`src/rtl/sd_dac_multi.sv`:
```
// sd_dac_multi: multi-channel 1-bit audio DAC with a frame FIFO, signed/offset-binary input and underrun detection.
// Define SD_DAC_ORDER2_EN to replace each first-order accumulator with a second-order sigma-delta modulator.
module sd_dac_multi #(
  parameter int CHANNELS   = 2,
  parameter int WIDTH      = 16,
  parameter int FIFO_DEPTH = 4
) (
  input  logic                          clk,
  input  logic                          rst,
  input  logic                          s_valid,
  output logic                          s_ready,
  input  logic [CHANNELS*WIDTH-1:0]     s_data,
  input  logic                          fmt_signed,
  input  logic                          next_sample,
  output logic [CHANNELS-1:0]           dac_out,
  output logic [$clog2(FIFO_DEPTH):0]   fifo_level,
  output logic                          underrun,
  output logic [7:0]                    underrun_cnt
);

  localparam int AW = $clog2(FIFO_DEPTH);
  localparam int PW = AW + 1;
  localparam logic [PW-1:0] LVL_FULL = PW'(FIFO_DEPTH);

  logic [CHANNELS*WIDTH-1:0] r_mem [FIFO_DEPTH];
  logic [PW-1:0]             r_wptr;
  logic [PW-1:0]             r_rptr;
  logic [PW-1:0]             r_level;
  logic                      r_underrun;
  logic [7:0]                r_ucnt;

  logic                      w_empty;
  logic                      w_push;
  logic                      w_pop;
  logic                      w_tick_empty;
  logic [CHANNELS*WIDTH-1:0] w_head;

  assign s_ready      = (r_level != LVL_FULL);
  assign fifo_level   = r_level;
  assign underrun     = r_underrun;
  assign underrun_cnt = r_ucnt;

  always_comb begin
    w_empty      = (r_wptr == r_rptr);
    w_push       = s_valid && s_ready;
    w_pop        = next_sample && !w_empty;
    w_tick_empty = next_sample && w_empty;
    w_head       = r_mem[r_rptr[AW-1:0]];
  end

  // Storage is not reset: resetting the pointers is enough to discard frames in flight.
  always_ff @(posedge clk) begin
    if (w_push) r_mem[r_wptr[AW-1:0]] <= s_data;
  end

  always_ff @(posedge clk or posedge rst) begin
    if (rst) begin
      r_wptr  <= '0;
      r_rptr  <= '0;
      r_level <= '0;
    end else begin
      if (w_push) r_wptr <= r_wptr + PW'(1);
      if (w_pop)  r_rptr <= r_rptr + PW'(1);
      unique case ({w_push, w_pop})
        2'b10:   r_level <= r_level + PW'(1);
        2'b01:   r_level <= r_level - PW'(1);
        default: r_level <= r_level;
      endcase
    end
  end

  always_ff @(posedge clk or posedge rst) begin
    if (rst) begin
      r_underrun <= 1'b0;
      r_ucnt     <= '0;
    end else begin
      r_underrun <= w_tick_empty;
      if (w_tick_empty && (r_ucnt != '1)) r_ucnt <= r_ucnt + 8'd1;
    end
  end

  for (genvar n = 0; n < CHANNELS; n++) begin : g_ch
    logic [WIDTH-1:0] r_sample;
    logic             r_dac;
    logic [WIDTH-1:0] w_raw;

    assign w_raw      = w_head[n*WIDTH +: WIDTH];
    assign dac_out[n] = r_dac;

    // Two's complement becomes offset-binary by flipping the MSB; format is captured at pop time.
    always_ff @(posedge clk or posedge rst) begin
      if (rst)        r_sample <= '0;
      else if (w_pop) r_sample <= {w_raw[WIDTH-1] ^ fmt_signed, w_raw[WIDTH-2:0]};
    end

`ifdef SD_DAC_ORDER2_EN
    localparam int IW = WIDTH + 4;
    logic signed [IW-1:0] r_i1;
    logic signed [IW-1:0] r_i2;
    logic signed [IW-1:0] w_x;
    logic signed [IW-1:0] w_fb;
    logic signed [IW-1:0] w_i1_next;
    logic signed [IW-1:0] w_i2_next;

    always_comb begin
      w_x  = signed'(IW'(r_sample));
      w_fb = '0;
      if (r_dac) w_fb[WIDTH] = 1'b1;
      w_i1_next = r_i1 + w_x - w_fb;
      w_i2_next = r_i2 + r_i1 - w_fb;
    end

    always_ff @(posedge clk or posedge rst) begin
      if (rst) begin
        r_i1  <= '0;
        r_i2  <= '0;
        r_dac <= 1'b0;
      end else begin
        r_i1  <= w_i1_next;
        r_i2  <= w_i2_next;
        r_dac <= ~w_i2_next[IW-1];
      end
    end
`else
    logic [WIDTH:0] r_acc;

    always_ff @(posedge clk or posedge rst) begin
      if (rst) begin
        r_acc <= '0;
        r_dac <= 1'b0;
      end else begin
        r_acc <= {1'b0, r_acc[WIDTH-1:0]} + {1'b0, r_sample};
        r_dac <= r_acc[WIDTH];
      end
    end
`endif
  end

endmodule

```
`config.mk`:
```
export PLATFORM = sky130hd
export DESIGN_NAME = sd_dac_multi
export DESIGN_NICKNAME = d
export VERILOG_FILES = /design/src/rtl/sd_dac_multi.sv
export SDC_FILE = /design/constraint.sdc
export NUM_CORES = 1
export LEC_CHECK = 0
export CORE_MARGIN = 1
export CORE_UTILIZATION = 40
export DETAILED_ROUTE_END_ITERATION = 10
export PLACE_DENSITY = 0.59
export SKIP_CTS_REPAIR_TIMING = 1
export SLEW_MARGIN = 20
export SYNTH_ARGS = -nofsm -noshare
export SYNTH_HDL_FRONTEND = slang
export SYNTH_SLANG_ARGS = --single-unit
```
`constraint.sdc`:
```
create_clock -name clk -period 4.1 [get_ports clk]
set_input_delay 0.82 -clock clk [delete_from_list [all_inputs] [get_ports clk]]
set_output_delay 0.82 -clock clk [all_outputs]
set_load 0.1 [all_outputs]
```
**Power grid**

Pins as bars on the die edge.
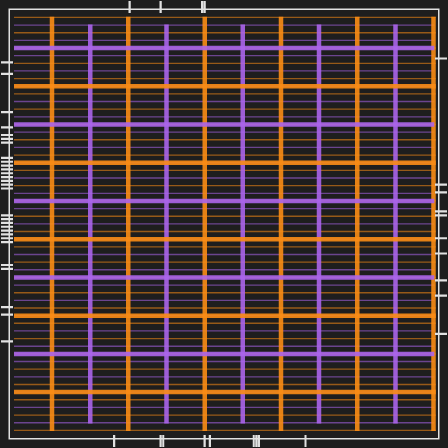
Key: VDD = purple; VSS = orange
55 met1 rails follow the rows. 52 signal pins sit on the boundary.
core area: 22000 um^2
die width: 152 um

**Clock routing**

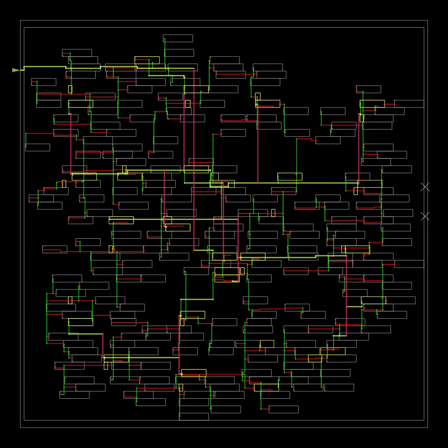
Clock Sink Count: 214
P_clk: 0.00195 W
Worst Skew: 0.0101 ns
flip-flops: 214

**Selected gate families**

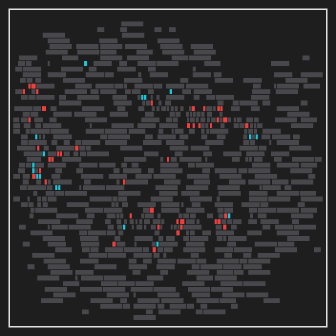
Key: NAND gates = red [cells 42, most used nand2_1]; inverters = cyan [cells 17, most used inv_1]
logic share of the area: 0.272
Non-Filler Instances: 920
most frequent logic cell in the layout: edfxtp_1

**Signal wires on met1**

Supply wires on this layer in gray.
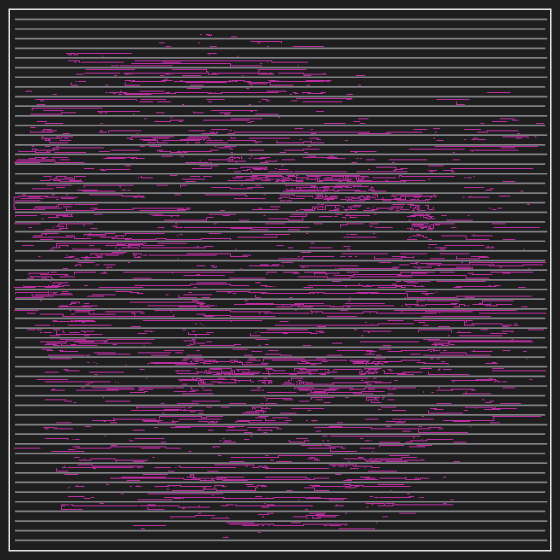
The longest straight run is 38.6 um. The wires run mostly horizontal. 647 nets have wire on it. The layer carries 7540 um of wire.
total number of vias: 4753
grt met1 use: 0.198

**Sequential cells grouped by signal name**

Other sequential cells in the stronger gray, the rest of the logic in the fainter gray.
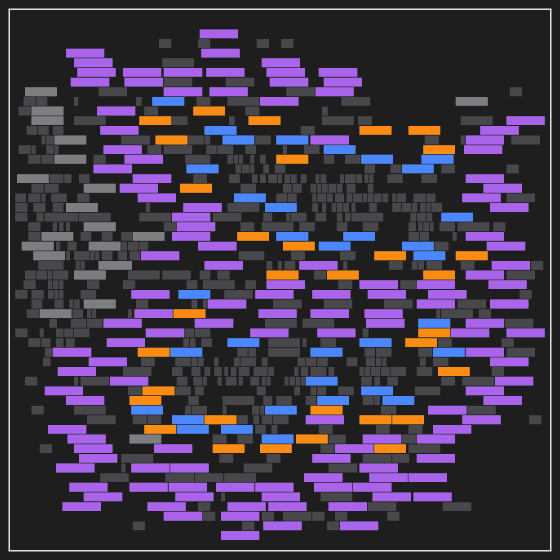
Key: `g_ch.r_sample` = orange [flops 32]; `r_mem` = purple [flops 128, where spread over the die]; `g_ch.r_acc` = blue [flops 34]
P_seq: 0.00333 W
register area: 6000 um^2
final core occ: 0.483

==> run notes <==
yosys + openroad results -> status finished, violations left, failing checks design-rule violations, MaxCap Viol Count 0, #FFs+latches synth 214, capture point of the worst path s_ready, Hold Path Origin g_ch[0].r_acc[16]$_DFF_PP0_, yosys stat chip area 9030 um^2, routed len/inst 17.5 um, number of global-route vias before repair 5293, Biggest Area Class registers, Crit path required time 3.28 ns, worst hold stages 0, comb_multi_in 306, Final GP Congestion 0.799, Inverters 17, yosys xor share 0.0446, worst slew pin tran 0.982 ns, Dominant comb cell multiplexers, Buffers on Ports 51, clock network fraction of design power 0.206, clock buffer count 37, Clock Tree Buf Depth 3, syn_area_per_cell between 15 and 20 um^2, worst r2r path cells 8, Multiplexer share 0.120, Final Cycle Share 0.768, Remaining DRCs 2, Slew Limit Fails 0, Clock-cell share 0.0686, ys cells 552, cts bufs inserted 24, leak pwr 4.03 nW, Syn. warnings 0, Stages on worst setup path 3, crit-path leading delay family buffers and inverters, GR Overflow Total 0, share of layout cells above drive strength 1 0.166, highest-power group combinational cells, CP bufs+invs 2, CP endpoint kind output pin, Synth cell types around 42, row count roughly 54, dpl ws roughly 1.4 ns, Setup crit start kind flip-flop, Register-to-Register Setup Slack 1.66 ns
## cells in the final DEF (no fill, tap or decap), drive strengths merged, types with 2 or more instances in the layout
cell type / n
clkinv: 6
buf: 8
nand2: 26
nand3: 11
o41ai: 2
xnor2: 32
a21oi: 26
and3: 8
clkbuf: 37
inv: 17
a211oi: 2
xor2: 14
o21bai: 3
clkdlybuf4s50: 51
mux2: 31
nor3: 3
nand4: 2
fa: 3
edfxtp: 128
a31oi: 5
o211ai: 3
nor2: 16
dfrtp: 86
o21ai: 20
mux4: 32
a21o: 13
nand2b: 3
ha: 39
## through the flow
| step | power (W) | hold WS [ns] | cells | utilization | area [um^2] |
|---|---|---|---|---|---|
| final | 0.00948 | 0.363 | 920 | 0.483 | 10600 |
| after global placement | 0.00747 | 0.349 | 876 | 0.450 | 9880 |
| after detailed placement | 0.00761 | 0.355 | 876 | 0.450 | 9880 |
| after CTS | 0.00962 | 0.370 | 920 | 0.483 | 10600 |
| after global routing | 0.0102 | 0.375 | 920 | 0.483 | 10600 |
| after floorplan | 0.00669 | 0.331 | 552 | - | 9030 |
## state kept, by name (all words and copies together), names as in the netlist
signal	cells
r_mem	128
g_ch.r_acc	34
g_ch.r_sample	32
underrun_cnt	8
fifo_level	3
r_rptr	3
r_wptr	3
g_ch.r_dac	2
underrun	1
## metal layers
| layer | global-route usage | wire (um) |
|---|---|---|
| met1 | 0.198 | 7540 |
| met5 | 0 | 13 |
| met2 | 0.243 | 7450 |
| met3 | 0.0336 | 787 |
| met4 | 0.0442 | 328 |
## kinds of logic (layout without fill, tap and decap cells)
family / after synthesis / in the layout
adders and majority gates: 42 / 42
xor gates and xnor gates: 46 / 46
muxes: 64 / 64
AOI/OAI and AO/OA: 82 / 82
and+or+nand+nor: 72 / 72
DFF: 214 / 214
buffers and inverters: 32 / 120
Power figures rest on the tool's default switching activity, not on a simulated workload.
